**src/rtl/mem_stage_pkg.sv**
```systemverilog
// ----------------------------------------------------------------------------
// mem_stage_pkg
// Shared types and constants for the MIPS memory-access stage.
//   state_e            : controller states (IDLE / ACCESS / DONE / ERR)
//   BE_WORD            : byte-enable pattern for a full 32-bit word
//   MEM_BASE_DEFAULT   : byte address that maps to data-memory word 0
//   DM_AW_DEFAULT      : data-memory word-address width
//   WAIT_MAX_DEFAULT   : ACCESS cycles without dm_ack before a timeout error
// ----------------------------------------------------------------------------
package mem_stage_pkg;

    typedef enum logic [1:0] {
        IDLE   = 2'd0,
        ACCESS = 2'd1,
        DONE   = 2'd2,
        ERR    = 2'd3
    } state_e;

    localparam logic [3:0]  BE_WORD          = 4'b1111;
    localparam logic [31:0] MEM_BASE_DEFAULT = 32'h0000_0400;
    localparam int          DM_AW_DEFAULT    = 10;
    localparam int          WAIT_MAX_DEFAULT = 15;

endpackage

```
**src/rtl/mem_stage_ctrl_if.sv**
```systemverilog
// ----------------------------------------------------------------------------
// mem_stage_ctrl_if
// Req/ack bus between the memory stage and the word-wide data memory.
//   dm_req   : request, held until dm_ack          (master -> slave)
//   dm_we    : write enable                        (master -> slave)
//   dm_addr  : word address, DM_AW bits            (master -> slave)
//   dm_be    : byte enables, bit i = lane i        (master -> slave)
//   dm_wdata : write data                          (master -> slave)
//   dm_rdata : read data, valid with dm_ack        (slave -> master)
//   dm_ack   : acknowledge                         (slave -> master)
// ----------------------------------------------------------------------------
interface mem_stage_ctrl_if
    import mem_stage_pkg::*;
#(
    parameter int DM_AW = DM_AW_DEFAULT
);
    logic             dm_req;
    logic             dm_we;
    logic [DM_AW-1:0] dm_addr;
    logic [3:0]       dm_be;
    logic [31:0]      dm_wdata;
    logic [31:0]      dm_rdata;
    logic             dm_ack;

    modport master (
        output dm_req, dm_we, dm_addr, dm_be, dm_wdata,
        input  dm_rdata, dm_ack
    );

    modport slave (
        input  dm_req, dm_we, dm_addr, dm_be, dm_wdata,
        output dm_rdata, dm_ack
    );
endinterface

```
**src/rtl/mem_byte_lane.sv**
```systemverilog
// ----------------------------------------------------------------------------
// mem_byte_lane
// Combinational byte-lane steering shared by the store and load paths.
//   we, byte_op  : access type (store/load, byte/word)
//   lane         : byte offset within the word (address bits [1:0])
//   store_data   : register value to be stored
//   load_data    : raw word returned by the data memory
//   be, wdata    : byte enables and lane-replicated write data
//   load_result  : word load, or selected byte extended to 32 bits
// Build option: define MEM_SIGN_EXT_EN to sign-extend byte loads
// (default zero-extends). Word accesses are unaffected.
// ----------------------------------------------------------------------------
module mem_byte_lane
    import mem_stage_pkg::*;
(
    input  logic        we,
    input  logic        byte_op,
    input  logic [1:0]  lane,
    input  logic [31:0] store_data,
    input  logic [31:0] load_data,
    output logic [3:0]  be,
    output logic [31:0] wdata,
    output logic [31:0] load_result
);
    logic [7:0] ld_byte;

    // NOTE: every output gets a value on every path through the block,
    // otherwise synthesis infers a latch to hold the old value.
    always_comb begin
        // Only byte stores narrow the enables; loads always fetch the word.
        be      = (we && byte_op) ? (4'b0001 << lane) : BE_WORD;
        // Replicating the byte lets the memory pick it up on any lane.
        wdata   = byte_op ? {4{store_data[7:0]}} : store_data;
        ld_byte = load_data[{lane, 3'b000} +: 8];
        if (byte_op) begin
`ifdef MEM_SIGN_EXT_EN
            load_result = {{24{ld_byte[7]}}, ld_byte};
`else
            load_result = {24'd0, ld_byte};
`endif
        end else begin
            load_result = load_data;
        end
    end
endmodule

```
**src/rtl/mem_stage_ctrl.sv**
```systemverilog
// ----------------------------------------------------------------------------
// mem_stage_ctrl
// Memory-access stage of the multicycle MIPS datapath. Translates the ALU
// byte address into a data-memory word address, checks range/alignment,
// runs a req/ack transaction with timeout and returns load data.
//   Clk, Reset     : clock, synchronous active-high reset
//   MEM_req        : start strobe (ignored unless IDLE)
//   MEM_WrEn       : 1 = store, 0 = load
//   ByteOp         : 1 = lb/sb, 0 = lw/sw
//   ALU_MEM_Addr   : byte address
//   MEM_DataIn     : store data
//   MEM_DataOut    : registered load result, held until the next load
//   MEM_busy       : accept through DONE/ERR inclusive
//   MEM_done/err   : one-cycle completion / error pulses
//   dm             : data-memory bus (mem_stage_ctrl_if.master)
// Build option: MEM_SIGN_EXT_EN (handled in mem_byte_lane).
// ----------------------------------------------------------------------------
module mem_stage_ctrl
    import mem_stage_pkg::*;
#(
    parameter logic [31:0] MEM_BASE = MEM_BASE_DEFAULT,
    parameter int          DM_AW    = DM_AW_DEFAULT,
    parameter int          WAIT_MAX = WAIT_MAX_DEFAULT
)(
    input  logic                 Clk,
    input  logic                 Reset,
    input  logic                 MEM_req,
    input  logic                 MEM_WrEn,
    input  logic                 ByteOp,
    input  logic [31:0]          ALU_MEM_Addr,
    input  logic [31:0]          MEM_DataIn,
    output logic [31:0]          MEM_DataOut,
    output logic                 MEM_busy,
    output logic                 MEM_done,
    output logic                 MEM_err,
    mem_stage_ctrl_if.master     dm
);
    localparam logic [1:0] S_IDLE   = IDLE;
    localparam logic [1:0] S_ACCESS = ACCESS;
    localparam logic [1:0] S_DONE   = DONE;
    localparam logic [1:0] S_ERR    = ERR;
    localparam int         CW       = $clog2(WAIT_MAX + 1);

    logic [1:0]       state_q,    state_d;
    logic             we_q,       we_d;
    logic             byte_q,     byte_d;
    logic [1:0]       lane_q,     lane_d;
    logic [CW-1:0]    wait_cnt_q, wait_cnt_d;
    logic [31:0]      data_out_q, data_out_d;
    logic             busy_q,     busy_d;
    logic             done_q,     done_d;
    logic             err_q,      err_d;
    logic             dm_req_q,   dm_req_d;
    logic             dm_we_q,    dm_we_d;
    logic [DM_AW-1:0] dm_addr_q,  dm_addr_d;
    logic [3:0]       dm_be_q,    dm_be_d;
    logic [31:0]      dm_wdata_q, dm_wdata_d;

    logic [31:0] offset;
    logic        addr_err;
    logic        in_idle;
    logic [3:0]  lane_be;
    logic [31:0] lane_wdata;
    logic [31:0] lane_load;

    assign offset   = ALU_MEM_Addr - MEM_BASE;
    assign addr_err = (ALU_MEM_Addr < MEM_BASE)
                    | (|offset[31:DM_AW+2])
                    | (!ByteOp && (|offset[1:0]));
    assign in_idle  = (state_q == S_IDLE);

    // One lane unit serves both directions: in IDLE it steers the incoming
    // store, afterwards it extracts from the latched lane for the load.
    mem_byte_lane u_lane (
        .we          (MEM_WrEn),
        .byte_op     (in_idle ? ByteOp : byte_q),
        .lane        (in_idle ? offset[1:0] : lane_q),
        .store_data  (MEM_DataIn),
        .load_data   (dm.dm_rdata),
        .be          (lane_be),
        .wdata       (lane_wdata),
        .load_result (lane_load)
    );

    always_comb begin
        state_d    = state_q;
        we_d       = we_q;
        byte_d     = byte_q;
        lane_d     = lane_q;
        wait_cnt_d = wait_cnt_q;
        data_out_d = data_out_q;
        busy_d     = busy_q;
        done_d     = 1'b0;
        err_d      = 1'b0;
        dm_req_d   = dm_req_q;
        dm_we_d    = dm_we_q;
        dm_addr_d  = dm_addr_q;
        dm_be_d    = dm_be_q;
        dm_wdata_d = dm_wdata_q;

        case (state_q)
            S_IDLE: begin
                if (MEM_req) begin
                    we_d       = MEM_WrEn;
                    byte_d     = ByteOp;
                    lane_d     = offset[1:0];
                    wait_cnt_d = '0;
                    busy_d     = 1'b1;
                    if (addr_err) begin
                        // Bad address never reaches the memory bus.
                        state_d = S_ERR;
                        err_d   = 1'b1;
                    end else begin
                        state_d    = S_ACCESS;
                        dm_req_d   = 1'b1;
                        dm_we_d    = MEM_WrEn;
                        dm_addr_d  = offset[DM_AW+1:2];
                        dm_be_d    = lane_be;
                        dm_wdata_d = lane_wdata;
                    end
                end
            end
            S_ACCESS: begin
                if (dm.dm_ack) begin
                    dm_req_d = 1'b0;
                    state_d  = S_DONE;
                    done_d   = 1'b1;
                    if (!we_q) data_out_d = lane_load;
                end else begin
                    wait_cnt_d = wait_cnt_q + CW'(1);
                    if (wait_cnt_q == CW'(WAIT_MAX - 1)) begin
                        dm_req_d = 1'b0;
                        state_d  = S_ERR;
                        err_d    = 1'b1;
                    end
                end
            end
            default: begin
                // DONE / ERR: single-cycle pulse state, new requests dropped.
                state_d    = S_IDLE;
                busy_d     = 1'b0;
                wait_cnt_d = '0;
            end
        endcase
    end

    // NOTE: non-blocking assignments here so every flop samples the
    // pre-edge value of its neighbours, independent of statement order.
    always_ff @(posedge Clk) begin
        if (Reset) begin
            state_q    <= S_IDLE;
            we_q       <= 1'b0;
            byte_q     <= 1'b0;
            lane_q     <= 2'd0;
            wait_cnt_q <= '0;
            data_out_q <= '0;
            busy_q     <= 1'b0;
            done_q     <= 1'b0;
            err_q      <= 1'b0;
            dm_req_q   <= 1'b0;
            dm_we_q    <= 1'b0;
            dm_addr_q  <= '0;
            dm_be_q    <= 4'd0;
            dm_wdata_q <= '0;
        end else begin
            state_q    <= state_d;
            we_q       <= we_d;
            byte_q     <= byte_d;
            lane_q     <= lane_d;
            wait_cnt_q <= wait_cnt_d;
            data_out_q <= data_out_d;
            busy_q     <= busy_d;
            done_q     <= done_d;
            err_q      <= err_d;
            dm_req_q   <= dm_req_d;
            dm_we_q    <= dm_we_d;
            dm_addr_q  <= dm_addr_d;
            dm_be_q    <= dm_be_d;
            dm_wdata_q <= dm_wdata_d;
        end
    end

    assign MEM_DataOut = data_out_q;
    assign MEM_busy    = busy_q;
    assign MEM_done    = done_q;
    assign MEM_err     = err_q;
    assign dm.dm_req   = dm_req_q;
    assign dm.dm_we    = dm_we_q;
    assign dm.dm_addr  = dm_addr_q;
    assign dm.dm_be    = dm_be_q;
    assign dm.dm_wdata = dm_wdata_q;
endmodule

```
**src/flat_wrapper.sv**
```systemverilog
// flat-port wrapper written by rule: the top's interface ports become plain ports
module mem_stage_ctrl_flat import mem_stage_pkg::*;
#(
    parameter logic [31:0] MEM_BASE = MEM_BASE_DEFAULT,
    parameter int          DM_AW    = DM_AW_DEFAULT,
    parameter int          WAIT_MAX = WAIT_MAX_DEFAULT
)
  (Clk, Reset, MEM_req, MEM_WrEn, ByteOp, ALU_MEM_Addr, MEM_DataIn, MEM_DataOut, MEM_busy, MEM_done, MEM_err, dm_dm_req, dm_dm_we, dm_dm_addr, dm_dm_be, dm_dm_wdata, dm_dm_rdata, dm_dm_ack);
  mem_stage_ctrl_if #(.DM_AW(DM_AW)) dm_i ();
  input  logic Clk;
  input  logic Reset;
  input  logic MEM_req;
  input  logic MEM_WrEn;
  input  logic ByteOp;
  input  logic [31:0] ALU_MEM_Addr;
  input  logic [31:0] MEM_DataIn;
  output logic [31:0] MEM_DataOut;
  output logic MEM_busy;
  output logic MEM_done;
  output logic MEM_err;
  output wire logic [$bits(dm_i.dm_req)-1:0] dm_dm_req;
  output wire logic [$bits(dm_i.dm_we)-1:0] dm_dm_we;
  output wire logic [$bits(dm_i.dm_addr)-1:0] dm_dm_addr;
  output wire logic [$bits(dm_i.dm_be)-1:0] dm_dm_be;
  output wire logic [$bits(dm_i.dm_wdata)-1:0] dm_dm_wdata;
  input wire logic [$bits(dm_i.dm_rdata)-1:0] dm_dm_rdata;
  input wire logic [$bits(dm_i.dm_ack)-1:0] dm_dm_ack;
  assign dm_dm_req = dm_i.dm_req;
  assign dm_dm_we = dm_i.dm_we;
  assign dm_dm_addr = dm_i.dm_addr;
  assign dm_dm_be = dm_i.dm_be;
  assign dm_dm_wdata = dm_i.dm_wdata;
  assign dm_i.dm_rdata = dm_dm_rdata;
  assign dm_i.dm_ack = dm_dm_ack;
  mem_stage_ctrl #(.MEM_BASE(MEM_BASE), .DM_AW(DM_AW), .WAIT_MAX(WAIT_MAX)) u_core (.Clk(Clk), .Reset(Reset), .MEM_req(MEM_req), .MEM_WrEn(MEM_WrEn), .ByteOp(ByteOp), .ALU_MEM_Addr(ALU_MEM_Addr), .MEM_DataIn(MEM_DataIn), .MEM_DataOut(MEM_DataOut), .MEM_busy(MEM_busy), .MEM_done(MEM_done), .MEM_err(MEM_err), .dm(dm_i));
endmodule
```
**config.mk**
```make
export PLATFORM = sky130hd
export DESIGN_NAME = mem_stage_ctrl_flat
export DESIGN_NICKNAME = d
export VERILOG_FILES = /design/src/rtl/mem_stage_pkg.sv /design/src/rtl/mem_stage_ctrl_if.sv /design/src/rtl/mem_byte_lane.sv /design/src/rtl/mem_stage_ctrl.sv /design/src/flat_wrapper.sv
export SDC_FILE = /design/constraint.sdc
export NUM_CORES = 1
export LEC_CHECK = 0
export CORE_MARGIN = 3
export CORE_UTILIZATION = 38
export CTS_CLUSTER_DIAMETER = 150
export DETAILED_ROUTE_END_ITERATION = 8
export MAX_ROUTING_LAYER = met4
export PLACE_DENSITY = 0.85
export SKIP_LAST_GASP = 1
export SLEW_MARGIN = 20
export SYNTH_ARGS = -nofsm -noshare
export SYNTH_HDL_FRONTEND = slang
export SYNTH_SLANG_ARGS = --single-unit
```
**constraint.sdc**
```tcl
create_clock -name Clk -period 2.6 [get_ports Clk]
set_input_delay 0.26 -clock Clk [delete_from_list [all_inputs] [get_ports Clk]]
set_output_delay 0.26 -clock Clk [all_outputs]
set_load 0.005 [all_outputs]
```
### PDN straps and rails

Pins as bars on the die edge.
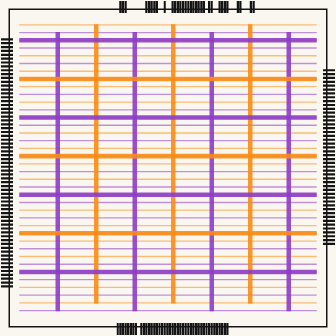
Key: purple = VSS; orange = VDD
38 met1 rails follow the rows. 7 straps on met5.
peak supply drop: 361 uV
Die Y: 111 um
die width: 111 um
CORE AREA: 10,600 um2

==> Changelog: implementation <==
### Changed

- Worst-Skew Late Latency: 350 ps
- Post-route worst setup slack: 30.9 ps
- Lkg Pwr: 2.17 nW
- Yosys cell types: 41
- Clock share of power: 0.309
- Met2 Routed Length: 7.28 mm
- Port bufs: 184
- Overall power: 0.00296 W
- Starting Density: 0.399
- Yosys chip area: 4220 um2
- Gate Count Post-Synth: 503
- CP endpoint kind: flop
- Worst hold slack: 443 ps
- WP depth: 8
- Dpl cell area: 6280 um2
- Inserted Clock Buffers: 9
- Pin count of the biggest net entering global routing: 55
- Power share of the sequential group: 0.496
- Commonest Layout Cell: clkdlybuf4s50_1
- WHS Endpoint: u_core.dm.dm_wdata[6]
- ANT nets after route: 0
- Flop2flop setup slack: 430 ps
- Met2 usage: 0.386
- Worst setup endpoint: u_core.dm.dm_wdata[16]
- Min Tclk post-route: 2570 ps
- Vias in the first global route: 4,689
- Path category of the worst min-delay check: input port to flop
- Commonest cells in the netlist: dfxtp_1 (93), nand2_1 (70), a21oi_1 (51)
- CTS tree: done
- Cell area leaders: dfxtp_1 (44%), nand2_1 (6.2%), a21oi_1 (6.1%)
- Int Pwr: 0.00211 W
- Layout cells sized above 1: 0.0801
- Routed length on met3: 1.24 mm
- Most frequent cell after synthesis: dfxtp_1
- Switching Share: 0.288
- Average size of a mapped cell: 8.38 um2
- Yosys stat cell total: 503
- Via count: 4,692
- Drt via density: 5.79
- Initial drt markers: 317
- Ys flop type: dfxtp_1
- Startpoint Class: input port
- Reg2Reg Depth: 5
- Post-synthesis net count: 608
- Synthesized cell area: 4220 um2
- First-pass DRT Iterations: 6
- Critical path launch point: ALU_MEM_Addr[20]
- Async SR Flop Fraction: 0
- Comb. pwr: 0.000577 W
- Placed insts: 794
- Busiest grt layer: met2
- Kind of critical path: input port to flop
- Power per cell area: 458 nW/um2
- Hold buffers post-CTS: 0
- Most numerous logic cells after layout: clkdlybuf4s50_1 (183), dfxtp_1 (93), nand2_1 (70)
- P_seq: 0.00147 W
- CTS max path bufs: 2
- Fin nets: 774
- CP arrival: 2770 ps
- FF-to-FF End: u_core.MEM_DataOut[0]
- Top power group: sequential cells
- Clock transition at path regs: 100 ps
- Number of enable flip-flop cells: 0
- Worst reg2reg startpoint: u_core.state_q[0]
- Critical path, cell by cell: clkdlybuf4s50_1, or4_4, or3_1, or4_1, and4_2, buf_12, a31oi_1, a311oi_1
- HPWL after DPL: 10.8 mm
- Post-synth seq share: 0.442
- CP max-delay cell: or4_4
- Setup TNS: 0 ps
- Postcts setup bufs: 0
- # setup viols final: 0
- Clock Skew: 8.95 ps
- CTS root buf: clkbuf_8
- First-pass GRT wire length: 23.5 mm
- Hold path start: Reset
- CTS sink cnt: 93
- Top Layer Used: met4
- Yosys warning count: 0
- Num ports: 185
- Slew Limit Fails: 0
- Family with the most delay on the worst path: simple AND/OR/NAND/NOR gates
- CP bufs+invs: 2
- GP Congestion: 0.845
- Slowest stage delay, CP: 510 ps
- Tcrit/Tclk final: 0.988
- Place WS: -309 ps
- Met3 Track Usage GR: 0.0666
- Avg WL per Cell: 18.5 um
- Antenna violations before repair: 0
- GRT Total Usage: 0.237
- Worst EP required: 2800 ps
- Post-synth top area share: 0.442
- Yosys top cell by area: dfxtp_1
- Diodes inserted: 0
- GR Overflow Total: 0
- Final hold vios: 0
- Count of tool warnings: 28
- Slew Limit Headroom: 0.566
- Comb pwr share: 0.195
- DR DRC count: 0
- Met1 WL: 6.12 mm
- Seq cells post-synth: 93
- Worst-path maximum fanout: 40
- H-tree levels: 3
- Chip area: 12,400 um2
- Worst Max-Slew Pin Slew: 651 ps
- Met1 Track Usage GR: 0.288
- # Max-Cap Violations: 0
- Clk power: 0.000917 W
- RSZ-0062 raised after global routing: yes
- Area delta synth->final: 53.5%
- Run status: completed
- Hold path depth: 2
- # fillers: 889
- Fin cells: 810
- Post-CTS Resized: 0
- DRT Wirelength: 15.0 mm
- Sw Pwr: 0.000853 W
- Fmax: 0.389 GHz
### Placement by cell class

Scale bar: 20 um.
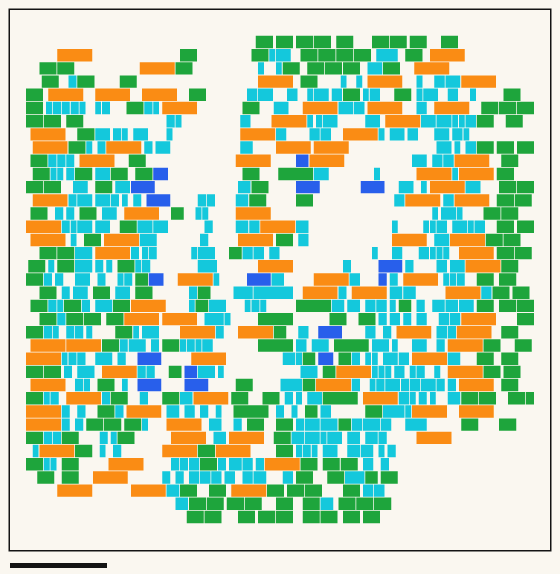
Key: cyan = all other logic [cells 359]; green = other buffers and delay cells [cells 206]; blue = clock drivers and dummy loads [cells 16]; orange = flip-flops [cells 93]
fin util: 0.613
sequential cell area share: 0.288
# rows: 37
fin area: 6470 um2

## cell type report
type                    instances  area, um2  area share
inverters                       5       18.8     0.00290
well taps                     136        170      0.0263
multi-input cells             354       2140       0.332
repair buffers                206       2090       0.323
clock buffers                  10        138      0.0213
flip-flops and latches         93       1860       0.288
clock inverters                 6       46.3     0.00716
## cell families (layout without fill, tap and decap cells)
kind of cell | count (synthesis) | in the layout | share of synthesized area
xor gates and xnor gates | 6 | 6 | 0.0125
and+or+nand+nor | 178 | 178 | 0.202
DFF | 93 | 93 | 0.442
AOI/OAI and AO/OA | 152 | 152 | 0.241
buffers and inverters | 56 | 227 | 0.0573
adders and majority gates | 3 | 3 | 0.00891
muxes | 15 | 15 | 0.0365
Power is estimated from default activity; no workload was simulated.
